**config.mk**
```make
export PLATFORM = sky130hd
export DESIGN_NAME = fib_seq_gen
export DESIGN_NICKNAME = d
export VERILOG_FILES = /design/src/rtl/fib_seq_gen.sv
export SDC_FILE = /design/constraint.sdc
export NUM_CORES = 1
export LEC_CHECK = 0
export CAP_MARGIN = 5
export CORE_MARGIN = 2
export CORE_UTILIZATION = 50
export DETAILED_ROUTE_END_ITERATION = 8
export GPL_TIMING_DRIVEN = 1
export PLACE_DENSITY = 0.84
export RECOVER_POWER = 25
export REMOVE_ABC_BUFFERS = 1
export SLEW_MARGIN = 25
export SYNTH_ARGS = -nofsm -noshare
export SYNTH_HDL_FRONTEND = slang
export SYNTH_SLANG_ARGS = --single-unit
```
**constraint.sdc**
```tcl
create_clock -name clk -period 6.3 [get_ports clk]
set_clock_uncertainty 0.2 [all_clocks]
set_input_delay 1.26 -clock clk [delete_from_list [all_inputs] [get_ports clk]]
set_output_delay 1.26 -clock clk [all_outputs]
set_load 0.01 [all_outputs]
```
**src/rtl/fib_seq_gen.sv**
```systemverilog
// Fibonacci-class sequence engine (standard, Lucas, user-seeded), optionally modulo
// a runtime modulus, streaming terms over a valid/ready interface.
module fib_seq_gen #(
  parameter int unsigned WIDTH = 32,
  parameter int unsigned CNT_W = 8
) (
  input  logic             clk,
  input  logic             reset,
  input  logic             start,
  input  logic             abort,
  input  logic [1:0]       mode,
  input  logic [WIDTH-1:0] seed0,
  input  logic [WIDTH-1:0] seed1,
  input  logic [CNT_W-1:0] n_terms,
  input  logic             mod_en,
  input  logic [WIDTH-1:0] mod_val,
  output logic             out_valid,
  input  logic             out_ready,
  output logic [WIDTH-1:0] out_data,
  output logic [CNT_W-1:0] out_idx,
  output logic             out_last,
  output logic             busy,
  output logic             done,
  output logic             ovf
);

  typedef enum logic [1:0] {S_IDLE, S_RUN, S_DONE} state_t;

  state_t           state, state_nxt;
  logic [WIDTH-1:0] a, b, seed_a, seed_b, nxt, mval_r;
  logic [WIDTH:0]   sum;
  logic [CNT_W-1:0] idx, n_reg;
  logic             modm_r, b_ovf;
  logic             fire, load, zero_done, adv, fin, cnt_last;

  // (a,b) = (current, next); b_ovf marks that b carried out, making a the last term
  assign out_valid = (state == S_RUN);
  assign busy      = out_valid;
  assign out_data  = a;
  assign out_idx   = idx;
  assign cnt_last  = (idx == n_reg - CNT_W'(1));
  assign out_last  = out_valid && (cnt_last || b_ovf);
  assign fire      = out_valid && out_ready;
  assign sum       = {1'b0, a} + {1'b0, b};

  always_comb begin
    seed_a = '0;
    seed_b = WIDTH'(1);
    case (mode)
      2'b01: seed_a = WIDTH'(2);
      2'b10: begin
        seed_a = seed0;
        seed_b = seed1;
      end
      default: ;
    endcase
  end

  always_comb begin
    nxt = sum[WIDTH-1:0];
    if (modm_r && (sum >= {1'b0, mval_r}))
      nxt = WIDTH'(sum - {1'b0, mval_r});
  end

  always_comb begin
    state_nxt = state;
    load      = 1'b0;
    zero_done = 1'b0;
    adv       = 1'b0;
    fin       = 1'b0;
    if (abort) begin
      state_nxt = S_IDLE;
    end else begin
      case (state)
        S_RUN: begin
          if (fire) begin
            if (out_last) begin
              fin       = 1'b1;
              state_nxt = S_DONE;
            end else begin
              adv = 1'b1;
            end
          end
        end
        default: begin
          state_nxt = S_IDLE;
          if (start) begin
            if (n_terms == '0) begin
              zero_done = 1'b1;
            end else begin
              load      = 1'b1;
              state_nxt = S_RUN;
            end
          end
        end
      endcase
    end
  end

  always_ff @(posedge clk or negedge reset) begin
    if (!reset) state <= S_IDLE;
    else        state <= state_nxt;
  end

  always_ff @(posedge clk or negedge reset) begin
    if (!reset) begin
      a      <= '0;
      b      <= '0;
      idx    <= '0;
      n_reg  <= '0;
      mval_r <= '0;
      modm_r <= 1'b0;
      b_ovf  <= 1'b0;
      done   <= 1'b0;
      ovf    <= 1'b0;
    end else begin
      done <= zero_done || fin;
      if (load || zero_done)
        ovf <= 1'b0;
      if (load) begin
        a      <= seed_a;
        b      <= seed_b;
        idx    <= '0;
        n_reg  <= n_terms;
        mval_r <= mod_val;
        modm_r <= mod_en && (mod_val != '0);
        b_ovf  <= 1'b0;
      end
      if (adv) begin
        a     <= b;
        b     <= nxt;
        idx   <= idx + CNT_W'(1);
        b_ovf <= sum[WIDTH] && !modm_r;
      end
      if (fin && b_ovf && !cnt_last)
        ovf <= 1'b1;
    end
  end

endmodule

```
layer_met1.png
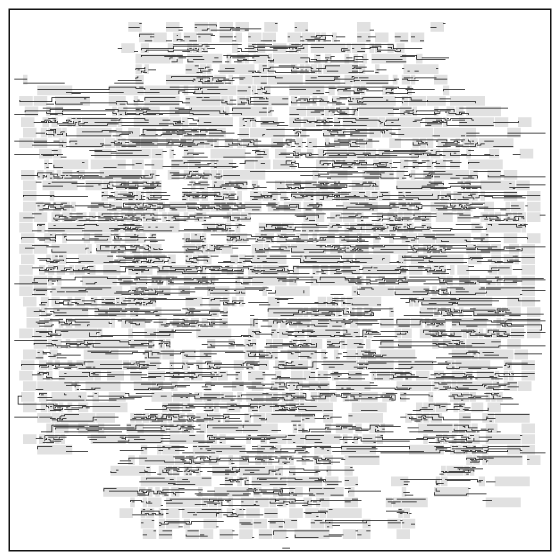
- nets with wire on the layer: 1293
- share of all routed wire: 45%
- longest straight run: 50.6 um
- wire length on this layer: 11600 um
- main direction: horizontal
Global Route met1 Usage: 35.3%
WL final: 25700 um
Via Count: 8759

layer_met2.png
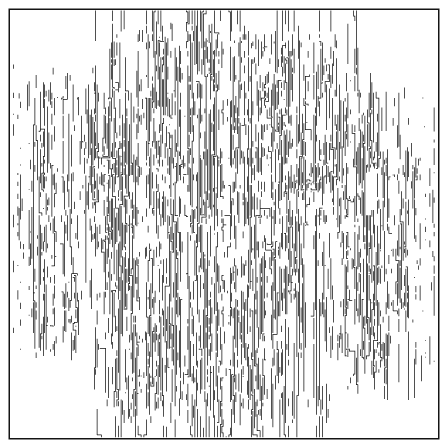
- main direction: vertical
- wire length on this layer: 12200 um
routing usage on met2: 45.0%

==> results.json <==
{
  "synth-edff-count": 0,
  "violations": "capacitance limit, slew limit",
  "simple_gate_area_share_pct": 19.3,
  "antenna_cells": 0,
  "topCellsByArea": "dfrtp_1 (32%), ha_1 (9.3%), nand2_1 (5.7%)",
  "finish.utilization_pct": 63.6,
  "hold_viol": 0,
  "wl_met1_um": 11600,
  "route.detailed.drc": 0,
  "synthArstFlopShare_pct": 100,
  "clkTransAtPathRegs_ns": 0.06,
  "seq_power_share_pct": 16.2,
  "switching_share_pct": 47.9,
  "layout.nets": 1423,
  "grtUsageMet3_pct": 4.21,
  "cts_buffers": 17,
  "fmax_mhz": 180,
  "ys_sh_aoi_pct": 24.7,
  "logic_area_um2": 5710,
  "clock_tree.buffer_depth": 2,
  "drv_cap": 1,
  "hold_depth": 2,
  "maxSlewViolCount": 79,
  "rsz0062_at_grt": "no",
  "yosys_area_um2": 9110,
  "gr-max-usage-layer": "met2",
  "ys_ff": 118,
  "crit_arrival_ns": 5.64,
  "buf_share_pct": 14.3,
  "totalPowerFinal_mw": 7.25,
  "status": "complete, but fails checks",
  "final_cell_area_um2": 11400,
  "slowest_delay_ns": 0.51,
  "ir_drop_mv": 0.347,
  "regToRegSetupSlack_ns": 0.75,
  "ys_top_cells_by_count": "nand2_1 (138), dfrtp_1 (118), a21oi_1 (83)"
}
